Figure 1. Close-up of the layout.
Window x 212 to 237, y 62 to 87 um. Cells in gray, sequential cells in the stronger gray; small squares are vias.
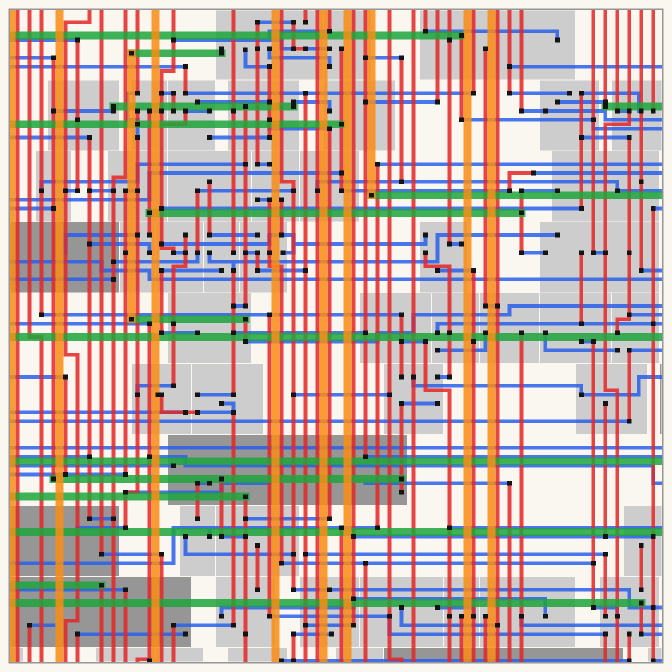
Figure 2. Metal 4.
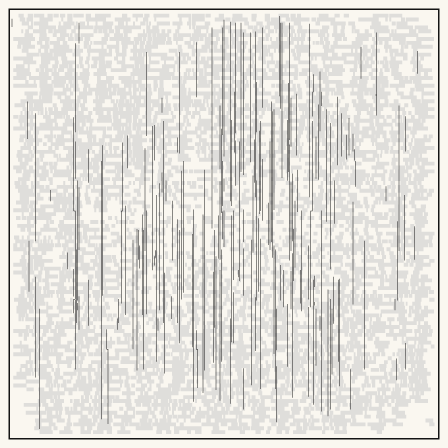
Figure 3. Floorplan with the power grid.
The bar under the picture is 100 um long. Pins as bars on the die edge. Tap cells in gray.
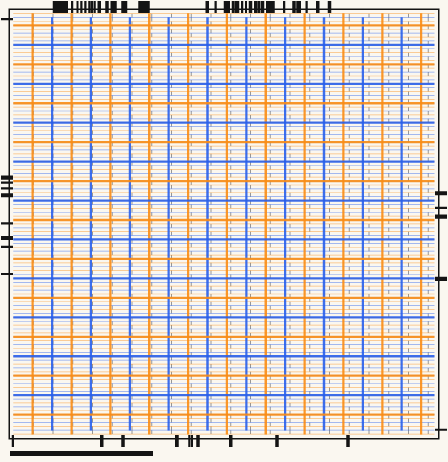
Figure 4. Metal layers overlaid.
Two of the layers only.
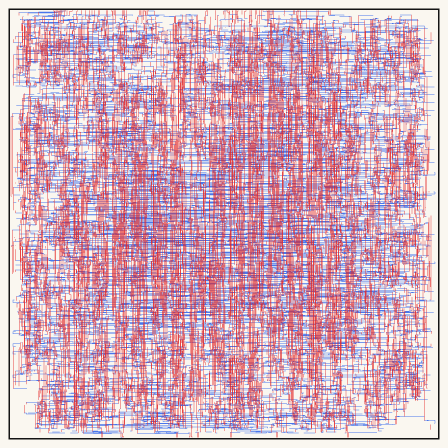
## config.mk

```make
export PLATFORM = sky130hd
export DESIGN_NAME = perf_counter_bank
export DESIGN_NICKNAME = d
export VERILOG_FILES = /design/src/rtl/perf_counter_bank.sv
export SDC_FILE = /design/constraint.sdc
export NUM_CORES = 2
export LEC_CHECK = 0
export CAP_MARGIN = 20
export CORE_MARGIN = 2
export CORE_UTILIZATION = 40
export DETAILED_ROUTE_END_ITERATION = 6
export PLACE_DENSITY_LB_ADDON = 0.1
export SLEW_MARGIN = 20
export SYNTH_ARGS = -nofsm -noshare
export SYNTH_HDL_FRONTEND = slang
export SYNTH_SLANG_ARGS = --single-unit
```

## constraint.sdc

```tcl
create_clock -name clk -period 2.2 [get_ports clk]
set_input_delay 0.55 -clock clk [delete_from_list [all_inputs] [get_ports clk]]
set_output_delay 0.55 -clock clk [all_outputs]
set_load 0.01 [all_outputs]
```

## src/rtl/perf_counter_bank.sv

```systemverilog
// perf_counter_bank: masked, run/freeze-gated event counters with an
// optional bounded window, sticky overflow flags and a registered read port.
// Ports: clk, rst (async, active-low), test_enable, event_i, en_mask,
//   start/stop/clear/snap pulses, window_len, rd_en, rd_addr
//   -> rd_data, rd_valid, running, window_done.
// Optional feature macro: PERF_SNAPSHOT_EN (counter/overflow reads come
//   from shadow copies captured on snap).
module perf_counter_bank #(
  parameter int NUM_EVENTS = 16,
  parameter int CNT_W      = 32,
  parameter bit SATURATE   = 1'b0,
  parameter int AW         = $clog2(NUM_EVENTS+2)
) (
  input  logic                  clk,
  input  logic                  rst,
  input  logic                  test_enable,
  input  logic [NUM_EVENTS-1:0] event_i,
  input  logic [NUM_EVENTS-1:0] en_mask,
  input  logic                  start,
  input  logic                  stop,
  input  logic                  clear,
  input  logic [CNT_W-1:0]      window_len,
  input  logic                  snap,
  input  logic                  rd_en,
  input  logic [AW-1:0]         rd_addr,
  output logic [CNT_W-1:0]      rd_data,
  output logic                  rd_valid,
  output logic                  running,
  output logic                  window_done
);

  typedef enum logic [1:0] {
    ST_IDLE   = 2'd0,
    ST_RUN    = 2'd1,
    ST_FROZEN = 2'd2
  } state_e;

  state_e                state_q, state_d;
  logic [CNT_W-1:0]      cnt_q [NUM_EVENTS];
  logic [CNT_W-1:0]      cnt_d [NUM_EVENTS];
  logic [NUM_EVENTS-1:0] ovf_q, ovf_d;
  logic [CNT_W-1:0]      win_rem_q, win_rem_d;
  logic [CNT_W-1:0]      rd_data_q, rd_data_d;
  logic                  rd_valid_q;
  logic                  running_q, running_d;
  logic                  wdone_q, wdone_d;

  logic                  counting;
  logic                  win_on;
  logic                  expire;
  logic [NUM_EVENTS-1:0] hit;
  logic [CNT_W-1:0]      status;
  logic [CNT_W-1:0]      rd_cnt [NUM_EVENTS];
  logic [NUM_EVENTS-1:0] rd_ovf;

  assign counting = (state_q == ST_RUN) && test_enable;
  // A nonzero remainder means a bounded window is pending.
  assign win_on   = (win_rem_q != '0);
  assign expire   = counting && (win_rem_q == CNT_W'(1));
  assign hit      = event_i & en_mask & {NUM_EVENTS{counting}};

  // Command priority: clear, stop, window expiry, start.
  always_comb begin
    state_d   = state_q;
    win_rem_d = win_rem_q;
    wdone_d   = 1'b0;
    if (counting && win_on)
      win_rem_d = win_rem_q - CNT_W'(1);
    priority case (1'b1)
      clear: begin
        state_d   = ST_IDLE;
        win_rem_d = '0;
      end
      stop: begin
        wdone_d = expire;
        if (state_q == ST_RUN)
          state_d = ST_FROZEN;
      end
      expire: begin
        wdone_d = 1'b1;
        state_d = ST_FROZEN;
      end
      (start && state_q != ST_RUN): begin
        state_d   = ST_RUN;
        win_rem_d = window_len;
      end
      default: ;
    endcase
    running_d = (state_d == ST_RUN);
  end

  always_comb begin
    ovf_d = ovf_q;
    for (int k = 0; k < NUM_EVENTS; k++) begin
      cnt_d[k] = cnt_q[k];
      if (clear) begin
        cnt_d[k] = '0;
      end else if (hit[k]) begin
        if (&cnt_q[k]) begin
          ovf_d[k] = 1'b1;
          cnt_d[k] = SATURATE ? cnt_q[k] : '0;
        end else begin
          cnt_d[k] = cnt_q[k] + CNT_W'(1);
        end
      end
    end
    if (clear)
      ovf_d = '0;
  end

`ifdef PERF_SNAPSHOT_EN
  logic [CNT_W-1:0]      sh_q [NUM_EVENTS];
  logic [CNT_W-1:0]      sh_d [NUM_EVENTS];
  logic [NUM_EVENTS-1:0] sh_ovf_q, sh_ovf_d;

  // Shadows take pre-increment values; clear wins over snap.
  always_comb begin
    sh_ovf_d = sh_ovf_q;
    for (int k = 0; k < NUM_EVENTS; k++)
      sh_d[k] = sh_q[k];
    if (clear) begin
      sh_ovf_d = '0;
      for (int k = 0; k < NUM_EVENTS; k++)
        sh_d[k] = '0;
    end else if (snap) begin
      sh_ovf_d = ovf_q;
      for (int k = 0; k < NUM_EVENTS; k++)
        sh_d[k] = cnt_q[k];
    end
  end

  always_ff @(posedge clk or negedge rst) begin
    if (!rst) begin
      sh_ovf_q <= '0;
      for (int k = 0; k < NUM_EVENTS; k++)
        sh_q[k] <= '0;
    end else begin
      sh_ovf_q <= sh_ovf_d;
      for (int k = 0; k < NUM_EVENTS; k++)
        sh_q[k] <= sh_d[k];
    end
  end

  always_comb begin
    for (int k = 0; k < NUM_EVENTS; k++)
      rd_cnt[k] = sh_q[k];
  end
  assign rd_ovf = sh_ovf_q;
`else
  logic unused_snap;
  assign unused_snap = snap;

  always_comb begin
    for (int k = 0; k < NUM_EVENTS; k++)
      rd_cnt[k] = cnt_q[k];
  end
  assign rd_ovf = ovf_q;
`endif

  // Status is always live, even when counters read from shadows.
  always_comb begin
    status      = '0;
    status[1:0] = state_q;
    status[2]   = win_on;
    status[3]   = |ovf_q;
    rd_data_d   = '0;
    if (rd_en) begin
      if (rd_addr == AW'(NUM_EVENTS))
        rd_data_d = CNT_W'(rd_ovf);
      else if (rd_addr == AW'(NUM_EVENTS + 1))
        rd_data_d = status;
      for (int k = 0; k < NUM_EVENTS; k++)
        if (rd_addr == AW'(k))
          rd_data_d = rd_cnt[k];
    end
  end

  always_ff @(posedge clk or negedge rst) begin
    if (!rst) begin
      state_q    <= ST_IDLE;
      ovf_q      <= '0;
      win_rem_q  <= '0;
      rd_data_q  <= '0;
      rd_valid_q <= 1'b0;
      running_q  <= 1'b0;
      wdone_q    <= 1'b0;
      for (int k = 0; k < NUM_EVENTS; k++)
        cnt_q[k] <= '0;
    end else begin
      state_q    <= state_d;
      ovf_q      <= ovf_d;
      win_rem_q  <= win_rem_d;
      rd_data_q  <= rd_data_d;
      rd_valid_q <= rd_en;
      running_q  <= running_d;
      wdone_q    <= wdone_d;
      for (int k = 0; k < NUM_EVENTS; k++)
        cnt_q[k] <= cnt_d[k];
    end
  end

  assign rd_data     = rd_data_q;
  assign rd_valid    = rd_valid_q;
  assign running     = running_q;
  assign window_done = wdone_q;

endmodule

```

==> ci_impl_report.md <==
### Flow metrics

| Metric | Value |
|---|---|
| TritonCTS buffer count | `about 75` |
| Rows | `around 110` |
| Internal | `slightly above 20000 uW` |
| DRT antenna net count | `0` |
| Critical path arrival | `just under 3000 ps` |
| Worst-path clk slew | `around 60 ps` |
| Multiplexer share | `less than 1%` |
| Synth top cells by count | `597 x dfrtp_1, 587 x nor2_1, 345 x nand2_1, 254 x nand3_1, 202 x xor2_1` |
| Logic area | `around 21000 um2` |
| Die Ht | `approximately 300 um` |
| Clock Power Share | `47.5%` |
| Post-DP HPWL | `about 140000 um` |
| R2R Path Start | `win_rem_q[11]$_DFF_PN0_` |
| Logic inverters | `roughly 66` |
| Sw power | `between 7000 and 8000 uW` |
| Yosys aoi share | `15.7%` |
| Slew headroom | `between 40 and 50%` |
| Switching share of power | `25.9%` |
| Final nets | `5294` |
| Worst R2R End | `win_rem_q[2]$_DFF_PN0_` |
| Synth logic family | `simple AND/OR/NAND/NOR gates` |
| CTS sink count | `597` |
| Post-route setup slack | `-202 ps` |
| Final Skew | `around 23 ps` |
| Setup TNS | `-4070 ps` |
| Leading power group | `clock` |
| Die width | `roughly 300 um` |
| Status | `finished, violations left` |
| Tcrit/Tclk final | `109%` |
| Max Freq | `roughly 420 MHz` |
| Num ports | `112` |
| Share of cells above drive strength 1 | `about a third` |
| YS warnings | `0` |
| ANT cells | `6` |
| Failing checks | `negative setup slack` |
| Root buffer cell | `clkbuf_16` |
| Total power | `approximately 28000 uW` |
| GRT Overall Usage | `37.4%` |
| WL/cell | `between 20 and 30 um` |
| Mapped Nets | `4111` |
| Seq/Total Area, Yosys | `between 40% and 50%` |
| Area share, top type | `between 40% and 50%` |
| Met3 Use GR | `~6.1%` |
| Count of final setup violators | `58` |
| Most frequent cell after synthesis | `dfrtp_1` |
Back to the opening pictures, Figure 1:
color	layer
blue	met1
orange	met4
red	met2
green	met3
sequential cells in the window	2
most frequent	buf_4 (7)
netlist names of flops here include	cnt_q (2)
cells with their middle in the window	42

Back to the opening pictures, Figure 2:
share of all routed wire	6.1%
main direction	vertical
longest straight run	180 um
nets with wire on the layer	151

Back to the opening pictures, Figure 3:
color	net
orange	VSS
blue	VDD
tap cells	1155
signal pins	112

Back to the opening pictures, Figure 4:
color	layer	wire length
blue	met1	71.7 mm
red	met2	75.6 mm

Power figures rest on the tool's default switching activity, not on a simulated workload.
